--- src/rtl/note_tone_bank.sv ---
// Twelve free-running 50% duty square-wave note generators plus a constant-low rest line.
// Each channel toggles its output every HALF_n enabled clocks; en low or rst clears all phases.
module note_tone_bank #(
    parameter int CW      = 18,
    parameter int HALF_1  = 113636,
    parameter int HALF_2  = 101239,
    parameter int HALF_3  = 191110,
    parameter int HALF_4  = 170264,
    parameter int HALF_5  = 151685,
    parameter int HALF_6  = 143172,
    parameter int HALF_7  = 127551,
    parameter int HALF_8  = 107259,
    parameter int HALF_9  = 95556,
    parameter int HALF_10 = 90192,
    parameter int HALF_11 = 85131,
    parameter int HALF_12 = 120394
) (
    input  logic        clk,
    input  logic        rst,
    input  logic        en,
    output logic [12:0] tone
);

    function automatic int half_of(input int n);
        case (n)
            1:       half_of = HALF_1;
            2:       half_of = HALF_2;
            3:       half_of = HALF_3;
            4:       half_of = HALF_4;
            5:       half_of = HALF_5;
            6:       half_of = HALF_6;
            7:       half_of = HALF_7;
            8:       half_of = HALF_8;
            9:       half_of = HALF_9;
            10:      half_of = HALF_10;
            11:      half_of = HALF_11;
            default: half_of = HALF_12;
        endcase
    endfunction

    logic [12:1] tone_q;

    assign tone = {tone_q, 1'b0};

    for (genvar n = 1; n <= 12; n++) begin : g_ch
        localparam int HALF = half_of(n);
        // Wrap point; a zero or oversized HALF is rejected below before this value matters.
        localparam logic [CW-1:0] LAST = CW'(HALF - 1);

        if (HALF < 1) begin : g_bad_zero
            $error("note_tone_bank: HALF_%0d must be at least 1", n);
        end
        if (longint'(HALF) >= (longint'(1) << CW)) begin : g_bad_wide
            $error("note_tone_bank: HALF_%0d does not fit in CW=%0d bits", n, CW);
        end

        logic [CW-1:0] cnt;
        logic          tq;

        always_ff @(posedge clk) begin
            if (rst || !en) begin
                cnt <= '0;
                tq  <= 1'b0;
            end else if (cnt == LAST) begin
                cnt <= '0;
                tq  <= ~tq;
            end else begin
                cnt <= cnt + 1'b1;
            end
        end

        assign tone_q[n] = tq;
    end

endmodule
--- config.mk ---
export PLATFORM = sky130hd
export DESIGN_NAME = note_tone_bank
export DESIGN_NICKNAME = d
export VERILOG_FILES = /design/src/rtl/note_tone_bank.sv
export SDC_FILE = /design/constraint.sdc
export NUM_CORES = 1
export LEC_CHECK = 0
export CAP_MARGIN = 10
export CORE_MARGIN = 2
export CORE_UTILIZATION = 55
export CTS_BUF_LIST = sky130_fd_sc_hd__clkbuf_2 sky130_fd_sc_hd__clkbuf_4 sky130_fd_sc_hd__clkbuf_8
export CTS_CLUSTER_SIZE = 40
export DETAILED_ROUTE_END_ITERATION = 7
export GPL_TIMING_DRIVEN = 0
export HOLD_SLACK_MARGIN = 0.06
export PLACE_DENSITY = 0.7
export SYNTH_ARGS = -nofsm -noshare
export SYNTH_HDL_FRONTEND = slang
export SYNTH_SLANG_ARGS = --single-unit
--- constraint.sdc ---
create_clock -name clk -period 1.9 [get_ports clk]
set_input_delay 0.57 -clock clk [delete_from_list [all_inputs] [get_ports clk]]
set_output_delay 0.57 -clock clk [all_outputs]
set_load 0.005 [all_outputs]
==> metrics.sh, run 1 <==
FP.DIEAREA_MM2=0.0198
HOLD_VIOL_FINAL=0
WORST_SLACK_PS=23.3
CLK_TRANSITION_REPORTED_PATHS_PS=60
TOP_LOGIC_KIND='simple AND/OR/NAND/NOR gates'
PLACE_CONGESTION=0.826
REG2REG_START='g_ch[2].cnt[12]'
DRTANTENNAVIOLNETS=0
SIMPLE_GATE_SHARE_PCT=30.6
SYNTH_STAT.CELLS=1178
YOSYS-STAT-AREA_MM2=0.0103
FLOW.AREA_GROWTH_FROM_SYNTHESIS_PCT=16.3
FIRST_PASS_GRT_WIRE_LENGTH_UM=34400
DIE_W_UM=141
LAYOUTNONFILLERINSTCOUNT=1518
FIRSTDRTPASSITERS=5
ROUTED_VIA_DENSITY=5.44
DRIVE_ABOVE_1_SHARE_PCT=14.2
REG2REG_SETUP_SLACK_PS=20
NETLIST_TOP_CELLS_COUNT='sky130_fd_sc_hd__dfxtp_1 (228), sky130_fd_sc_hd__nor2_1 (228), sky130_fd_sc_hd__xnor2_1 (118)'
POST_SYNTH_MAIN_AREA_CONTRIBUTORS='sky130_fd_sc_hd__dfxtp_1 (44%), sky130_fd_sc_hd__xnor2_1 (10%), sky130_fd_sc_hd__nor2_1 (8.3%)'
RSZ0062_AT_GRT='true'
YOSYSSEQAREASHARE_PCT=44.5
ROUTE.FINAL.WIRE_LENGTH_UM=19700
SYNTH_CELLS=1178
POST-PLACE-WS_PS=-1130
CRITICAL_PATH.STARTPOINT_TYPE='flop'
FINAL-MAX-SLEW-VIOLATION-COUNT=0
CRITICAL_PATH.MAX_FANOUT=3
ENABLE_FLOP_CELLS=0
YS_WARN_COUNT=0
HOLD_CLASS='reg2reg'
CRITICALPATHCATEGORY='reg2reg'
FLOORPLAN.NETS=1200
RUN_STATUS='completed'
POST_PLACEMENT_CELL_AREA_MM2=0.0107
DESIGN.CORE.AREA_MM2=0.0181
TIMING.RR.END='g_ch[2].tq'
DIE.SIZE.Y_UM=141
MAX-VDD-IR-DROP_mV=0.629
TIMING.MAX_CAP.VIOLATIONS=0
PERIOD_NEEDED_PS=1880
CTS_MADE_BUFFERS=37
TIMING.CRITICAL_PATH.ARRIVAL_PS=2310
POST_SYNTH_FA_HA_MAJ_AREA_FRACTION_PCT=2.32
POST_SYNTH_NUM_CELL_TYPES=48
TIMING.CLOCK.SKEW_PS=15.9
LONGEST_CLK_PATH_BUFS=3
CTS_MAX_LEVEL=2
-- run 1: timing repair --
action / 4_1_cts / 5_1_grt
endpoints found under the hold margin: 0 / 0
pin swaps: 6 / 9
setup endpoints to repair: 196 / 122
resized: 47 / 33
buffers inserted: 15 / 19
-- run 1: layout make-up --
cell class	count	share of cell area [%]
sequential	228	38.5
clock buffer	57	6.15
multi-input combinational	871	45.8
clock inverter	9	0.608
buffer	34	1.92
tap	229	2.40
inverter	42	1.32
timing repair buffer	48	3.22
-- run 1: flip-flops by register name, summed over array words and instances, names as in the netlist --
register and count:
g_ch.tq 12, g_ch.cnt 216
-- run 1: cells by family (layout without fill, tap and decap cells) --
kind of cell    count (synthesis)  count (layout)
simple gates                  606             606
flops                         228             228
xor+xnor                      172             172
buf+inv                        79             190
compound gates                 73              73
fa+ha+maj                      19              19
other cells                     1               1
-- run 1: metrics by stage --
step	power (W)	hold WS, ps
after floorplan	0.00505	426
after global placement	0.00510	441
after detailed placement	0.00510	449
after CTS	0.00968	463
after global routing	0.00992	489
final	0.00957	455
-- run 1: worst max-delay path, cell delays in order (launching register included) --
cell	delay, ps
sky130_fd_sc_hd__dfxtp_2	330
sky130_fd_sc_hd__or4b_1	520
sky130_fd_sc_hd__or4_4	450
sky130_fd_sc_hd__or3_1	360
sky130_fd_sc_hd__a21oi_1	130
-- run 1: how the worst max path moves through the flow --
stage | from | endpoint | slack [ps]
finish | g_ch[2].cnt[12] | g_ch[2].tq | 20
detailed placement | en | g_ch[3].cnt[12] | -1130
floorplan | g_ch[9].cnt[0] | g_ch[9].cnt[16] | 6
CTS | g_ch[5].cnt[0] | g_ch[5].cnt[13] | 0.3
global placement | en | g_ch[3].cnt[13] | -1120
global route | g_ch[4].cnt[10] | g_ch[4].tq | -60
-- run 1: layer usage --
metal	vias to the layer above	track usage, %	wire length (µm)
met5	-	0	0
met2	101	32.2	8890
li1	4288	-	-
met3	32	3.53	640
met1	3833	28.2	9850
met4	0	6.47	351
-- run 1: layout by cell type (no fill, tap or decap), drive strengths merged, types with 27 or more instances in the layout --
cell type,instances
nor2,228
dfxtp,228
xnor2,118
nand4,74
clkbuf,72
nand3,69
xor2,54
buf,53
nand2,50
nor4,45
inv,42
nor3,37
o21ai,33
a21oi,27
-- run 1: report_power, final --
part           internal, W  switching (W)
combinational    0.0000856       0.000129
clock              0.00260        0.00192
sequential         0.00481      0.0000263
total              0.00749        0.00207
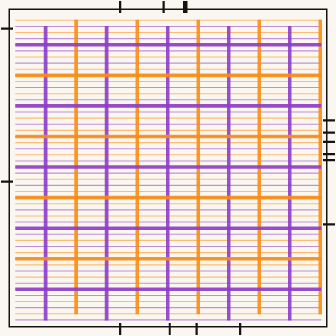
(run_1/pdn.png)
Pins as bars on the die edge.
| color | net |
|---|---|
| orange | VDD |
| purple | VSS |
met5 straps: 9
met4 straps: 10
met1 rails: 50
rows: 49
signal pins: 16

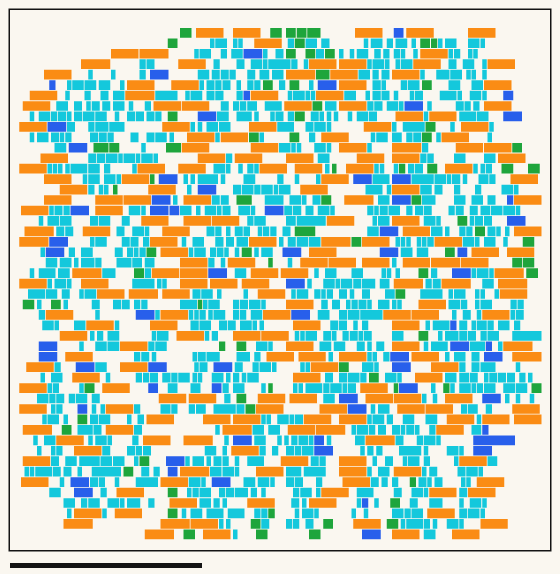
(run_1/cell_classes.png)
The bar under the picture is 50 µm long.
| color | class | cells |
|---|---|---|
| blue | clock drivers and dummy loads | 66 |
| orange | flip-flops | 228 |
| cyan | all other logic | 913 |
| green | other buffers and delay cells | 82 |

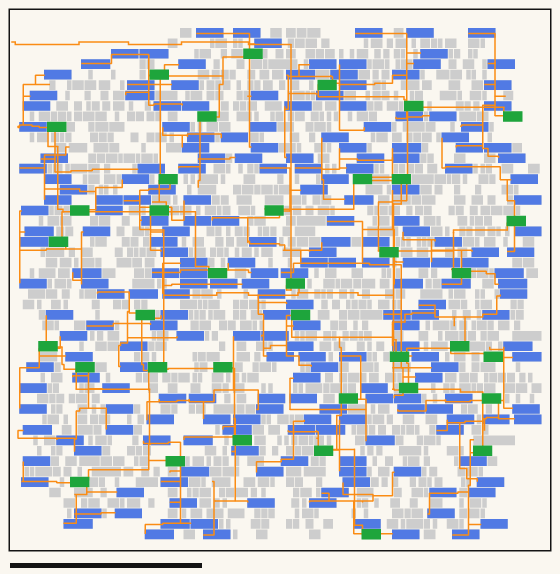
(run_1/clock_map.png)
The bar under the picture is 50 µm long.
[orange] clock wires | length: 3040 µm
[green] cells driving clock nets | count: 37
[blue] flip-flops | count: 228
routed clock nets: 38

==> run_1/final_clocks.png <==
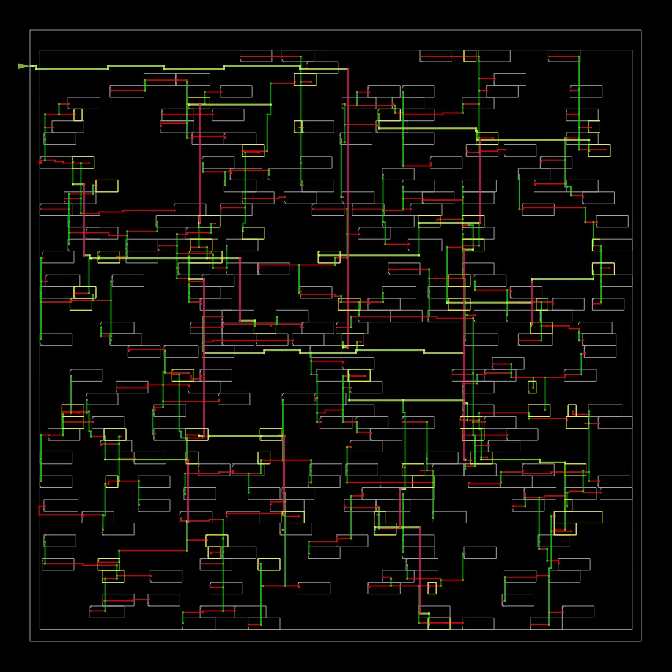

==> run 2, diff against run 1 <==
--- a/config.mk
+++ b/config.mk
@@ -11,9 +11,9 @@
 export CTS_BUF_LIST = sky130_fd_sc_hd__clkbuf_2 sky130_fd_sc_hd__clkbuf_4 sky130_fd_sc_hd__clkbuf_8
 export CTS_CLUSTER_SIZE = 40
 export DETAILED_ROUTE_END_ITERATION = 7
-export GPL_TIMING_DRIVEN = 0
 export HOLD_SLACK_MARGIN = 0.06
 export PLACE_DENSITY = 0.7
+export REMOVE_ABC_BUFFERS = 1
 export SYNTH_ARGS = -nofsm -noshare
 export SYNTH_HDL_FRONTEND = slang
 export SYNTH_SLANG_ARGS = --single-unit
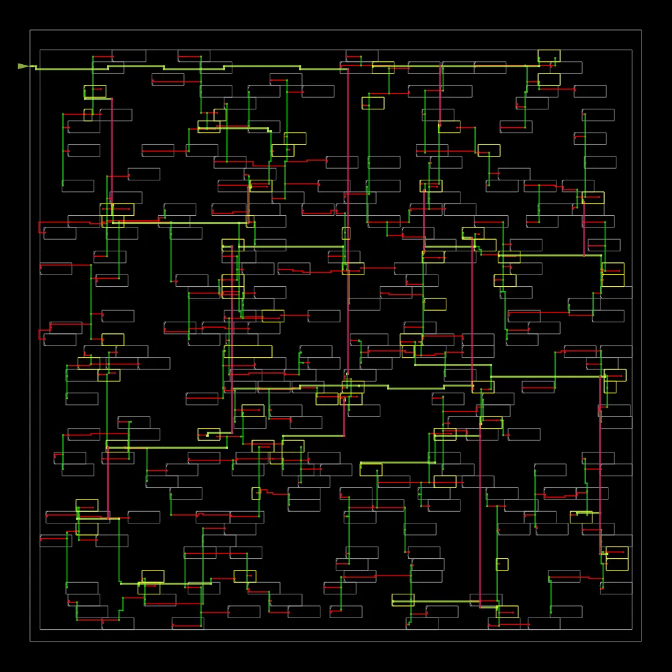
(run_2/final_clocks.png)
clock buffer count: 62
Seq cells: 228
Worst Skew: 20.0 ps
count of clock tree sinks: 228

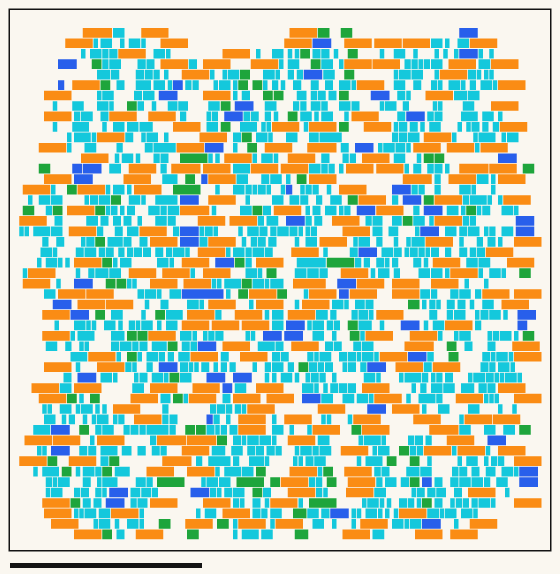
(run_2/cell_classes.png)
The bar under the picture is 50 µm long.
| color | class | cells |
|---|---|---|
| cyan | all other logic | 913 |
| green | other buffers and delay cells | 97 |
| blue | clock drivers and dummy loads | 67 |
| orange | flip-flops | 228 |
final instance area: 0.0121 mm²
total core area: 0.0181 mm²
row count: 49
end-of-flow core utilization: 66.6%

==> metrics.sh, run 2 <==
RUN_STATUS='completed'
POST_SYNTH_NUM_CELL_TYPES=48
REG2REG_SETUP_SLACK_PS=30
LARGEST_REGISTERS_IN_THE_FINAL_LAYOUT='g_ch.cnt (216), g_ch.tq (12)'
WORSTPATHCELLLIST='or4b_1, or4_4, or3_4, a21oi_2'
LAYOUTNONFILLERINSTCOUNT=1534
YOSYS-STAT-AREA_MM2=0.0103
P_INT_W=0.00774
POWER.SEQUENTIAL.FRACTION_PCT=49.3
LARGEST_REG_FLOPS=216
CTS_MAX_LEVEL=2
FLOW.AREA_GROWTH_FROM_SYNTHESIS_PCT=17.8
POST_SYNTH_MAIN_AREA_CONTRIBUTORS='sky130_fd_sc_hd__dfxtp_1 (44%), sky130_fd_sc_hd__xnor2_1 (10%), sky130_fd_sc_hd__nor2_1 (8.3%)'
MAX-VDD-IR-DROP_mV=0.667
ROUTED_VIA_DENSITY=5.40
SWITCHING_POWER_SHARE_OF_THE_TOTAL_PCT=21.0
PERIOD_NEEDED_PS=1870
CRITICAL_PATH.STARTPOINT_TYPE='flop'
LAYOUT_TOP_CELLS_EXCL_FILL_TAP='sky130_fd_sc_hd__nor2_1 (228), sky130_fd_sc_hd__dfxtp_1 (216), sky130_fd_sc_hd__xnor2_1 (118)'
HOLD_CLASS='reg2reg'
ENABLE_FLOP_CELLS=0
SYNTH_STAT.CELLS=1178
YOSYSSEQAREASHARE_PCT=44.5
TIMING.MAX_CAP.VIOLATIONS=0
PLACE_CONGESTION=0.865
REG2REG_START='g_ch[4].cnt[10]'
POWER.SHARE.CLOCK_PCT=48.6
RSZ0062_AT_GRT='true'
CTS_MADE_BUFFERS=40
CRIT_PATH_MAX_INCR_DELAY_PS=510
CRITPATHSLOWESTCELL='sky130_fd_sc_hd__or4b_1'
DRIVE_ABOVE_1_SHARE_PCT=14.0
LONGEST_CLK_PATH_BUFS=3
NETLIST_TOP_CELLS_COUNT='sky130_fd_sc_hd__dfxtp_1 (228), sky130_fd_sc_hd__nor2_1 (228), sky130_fd_sc_hd__xnor2_1 (118)'
FINAL-MAX-SLEW-VIOLATION-COUNT=0
FIRST_PASS_GRT_WIRE_LENGTH_UM=35000
DIE.SIZE.Y_UM=141
CRITICAL_PATH.MAX_FANOUT=3
TIMING.RR.END='g_ch[4].tq'
SYNTH_CELLS=1178
FINAL_COMMON_CELL='sky130_fd_sc_hd__nor2_1'
YS_WARN_COUNT=0
## run 2: cell counts after synthesis
No cell type changed its count.
## run 2: power groups by stage
stage	Combinational (W)	Sequential, W	Clock [W]
floorplan	0.0000993	0.00493	0
global route	0.000240	0.00483	0.00513
CTS	0.000205	0.00483	0.00489
detailed placement	0.000201	0.00493	0
finish	0.000211	0.00483	0.00476
global placement	0.000199	0.00493	0
## run 2: worst max-delay path by stage
| stage | slack [ps] | depth (start not counted) | startpoint | endpoint |
|---|---|---|---|---|
| after floorplan | -530 | 3 | en | g_ch[10].cnt[17] |
| after global placement | -50 | 4 | g_ch[6].cnt[9] | g_ch[6].cnt[9] |
| after detailed placement | -110 | 4 | g_ch[6].cnt[9] | g_ch[6].cnt[5] |
| after CTS | 20 | 4 | g_ch[2].cnt[10] | g_ch[2].tq |
| after global routing | -20 | 4 | g_ch[2].cnt[10] | g_ch[2].tq |
| final | 30 | 4 | g_ch[4].cnt[10] | g_ch[4].tq |
## run 2: worst max-delay path: cells and delay by family, from the launching register on
kind             cells  cell delay, ps
AND-OR/OR-AND        1             130
flip-flops           1             310
AND/OR/NAND/NOR      3            1370
## run 2: metrics by stage
step                total power (W)  setup slack, ps  instance area [µm²]  utilization, %  hold slack, ps
finish                      0.00980             29.4                12100            66.6             460
global route                 0.0102            -20.3                12100            66.6             487
CTS                         0.00993             22.9                12000            66.3             459
detailed placement          0.00514             -106                11100            61.4             454
global placement            0.00513            -48.2                11100            61.4             435
floorplan                   0.00503             -528                10100               -             426
## run 2: what timing repair did
item / in CTS / in global routing
pin swaps: 0 / 3
endpoints found under the setup margin: 49 / 34
hold buffers: 0 / 0
gates resized: 27 / 4
buffers inserted: 0 / 3
## run 2: per-layer routing
layer / routed length (µm) / GRT usage, %
met2: 8850 / 33.8
met4: 339 / 6.26
met3: 654 / 3.67
met5: 0 / 0
met1: 9660 / 27.7
## run 2: logic make-up (layout without fill, tap and decap cells)
logic type                 Yosys count  after routing  synth area share [%]
AOI/OAI and AO/OA                   73             73                  4.39
xor gates and xnor gates           172            172                  14.7
adders and majority gates           19             19                  2.32
buffers and inverters               79            206                  3.50
DFF                                228            228                  44.5
other                                1              1                0.0365
and+or+nand+nor                    606            606                  30.6
## run 2: final cells by class
class | count | area share (%)
Clock buffer | 62 | 6.75
Clock inverter | 5 | 0.414
Inverter | 42 | 1.30
Multi-Input combinational cell | 871 | 44.5
Sequential cell | 228 | 37.9
Tap cell | 229 | 2.37
Timing Repair Buffer | 97 | 6.81
==> run_2/pdn.png <==
Pins as bars on the die edge.
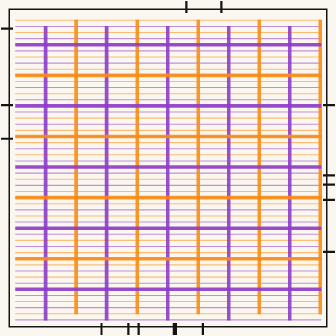

==> run 3, diff against run 2 <==
--- a/config.mk
+++ b/config.mk
@@ -13,7 +13,6 @@
 export DETAILED_ROUTE_END_ITERATION = 7
 export HOLD_SLACK_MARGIN = 0.06
 export PLACE_DENSITY = 0.7
-export REMOVE_ABC_BUFFERS = 1
 export SYNTH_ARGS = -nofsm -noshare
 export SYNTH_HDL_FRONTEND = slang
 export SYNTH_SLANG_ARGS = --single-unit
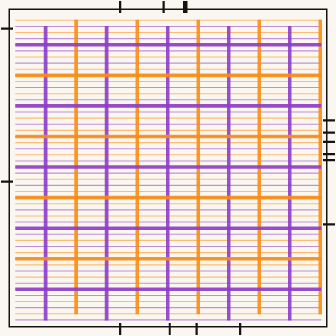
(run_3/pdn.png)
Pins as bars on the die edge.
| color | net |
|---|---|
| purple | VSS |
| orange | VDD |
met5 straps: 9
rows: 49
floorplan die width: 141 µm
Peak VDD IR: 0.613 mV
vertical die size: 141 µm

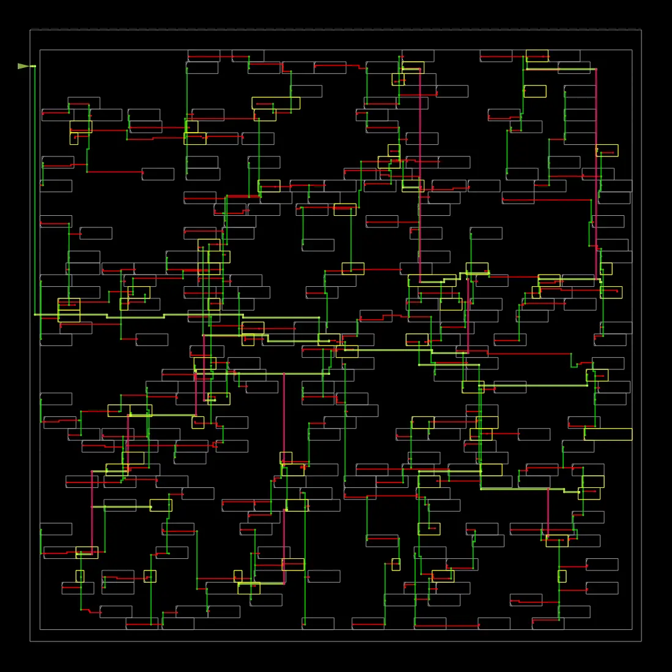
(run_3/final_clocks.png)
clock buffer count: 59
number of clock buffers inserted by TritonCTS: 39
clk pwr: 0.00488 W

==> metrics.sh, run 3 <==
SYNTH_CELLS=1178
TIMING.MAX_CAP.VIOLATIONS=0
FINAL-MAX-SLEW-VIOLATION-COUNT=0
LARGEST_REG_FLOPS=216
ROUTE.FINAL.WIRE_LENGTH_UM=19300
TIMING.RR.END='g_ch[2].tq'
CRITICALPATHCATEGORY='reg2reg'
RUN_STATUS='completed'
YOSYS-STAT-AREA_MM2=0.0103
ROUTED_VIA_DENSITY=5.34
CP_NUM_CELLS=4
NETLIST_TOP_CELLS_COUNT='sky130_fd_sc_hd__dfxtp_1 (228), sky130_fd_sc_hd__nor2_1 (228), sky130_fd_sc_hd__xnor2_1 (118)'
FIRST_PASS_GRT_WIRE_LENGTH_UM=33700
PERIOD_NEEDED_PS=1890
POST_SYNTH_NUM_CELL_TYPES=48
CRITICAL_PATH.MAX_FANOUT=3
LONGEST_CLK_PATH_BUFS=3
ROWS=49
FIRSTDRTPASSITERS=4
DRIVE_ABOVE_1_SHARE_PCT=13.6
HOLD_VIOL_FINAL=0
CTS_MAX_LEVEL=2
POST_SYNTH_MAIN_AREA_CONTRIBUTORS='sky130_fd_sc_hd__dfxtp_1 (44%), sky130_fd_sc_hd__xnor2_1 (10%), sky130_fd_sc_hd__nor2_1 (8.3%)'
CRITPATHTOPFAMILY='simple AND/OR/NAND/NOR gates'
run 3: cell count changes in the layout (fill, tap and decap cells not counted), moves of 2 or more:
cell	previous run	this run
sky130_fd_sc_hd__buf_4	77	71
sky130_fd_sc_hd__clkbuf_8	56	50
sky130_fd_sc_hd__clkbuf_4	6	9
sky130_fd_sc_hd__clkinv_2	4	7
sky130_fd_sc_hd__bufinv_16	1	3
run 3: how the worst min path moves through the flow:
stage	end
after floorplan	g_ch[1].cnt[0]
after global placement	g_ch[1].cnt[0]
after detailed placement	g_ch[1].cnt[0]
after CTS	g_ch[1].cnt[0]
after global routing	g_ch[10].cnt[0]
final	g_ch[1].cnt[0]
run 3: through the flow:
stage | instance area [µm²] | hold WS, ps | cells | util [%] | power (W)
floorplan | 10300 | 426 | 1178 | - | 0.00505
global placement | 11100 | 441 | 1459 | 61.2 | 0.00513
detailed placement | 11100 | 453 | 1459 | 61.2 | 0.00513
global route | 12100 | 481 | 1530 | 66.4 | 0.0103
CTS | 12000 | 467 | 1529 | 66.2 | 0.0101
finish | 12100 | 458 | 1530 | 66.4 | 0.00992
run 3: power breakdown:
part | leakage (nW) | internal [W] | switching, W
clock network | 0.471 | 0.00295 | 0.00193
registers | 1.84 | 0.00481 | 0.0000233
logic | 1.58 | 0.0000826 | 0.000122
total | 3.90 | 0.00784 | 0.00208
run 3: logic make-up after synthesis:
| logic type | count (synthesis) | synth area share [%] |
|---|---|---|
| DFF | 228 | 44.5 |
| AOI/OAI and AO/OA | 73 | 4.39 |
| and+or+nand+nor | 606 | 30.6 |
| other | 1 | 0.0365 |
| xor gates and xnor gates | 172 | 14.7 |
| buffers and inverters | 79 | 3.50 |
| adders and majority gates | 19 | 2.32 |
run 3: worst register-to-register path: cells and delay by family, from the launching register on:
kind	cells	cell delay (ps)
AOI/OAI and AO/OA	1	150
DFF	1	320
and+or+nand+nor	3	1350
run 3: layout make-up:
cell class / instances / area (µm²) / share of cell area, %
multi-input cells: 871 / 5370 / 44.6
flip-flops and latches: 228 / 4580 / 38.0
repair buffers: 91 / 778 / 6.46
clock buffers: 59 / 756 / 6.27
well taps: 229 / 287 / 2.38
inverters: 42 / 158 / 1.31
clock inverters: 10 / 125 / 1.04
run 3: timing repair:
action                                  4_1_cts  5_1_grt
gates resized                                24        4
endpoints found under the setup margin       37       41
hold buffers                                  0        0
pin swaps                                     0        3
buffers inserted                              1        1
run 3: per-layer routing:
layer | global-route usage [%] | vias to the layer above | wire (µm)
met5 | 0 | - | 0
li1 | - | 4304 | -
met2 | 31.5 | 103 | 8540
met3 | 3.63 | 29 | 632
met1 | 27.2 | 3728 | 9850
met4 | 6.47 | 0 | 297
No activity file was given, so power comes from the tool's default toggle rates.
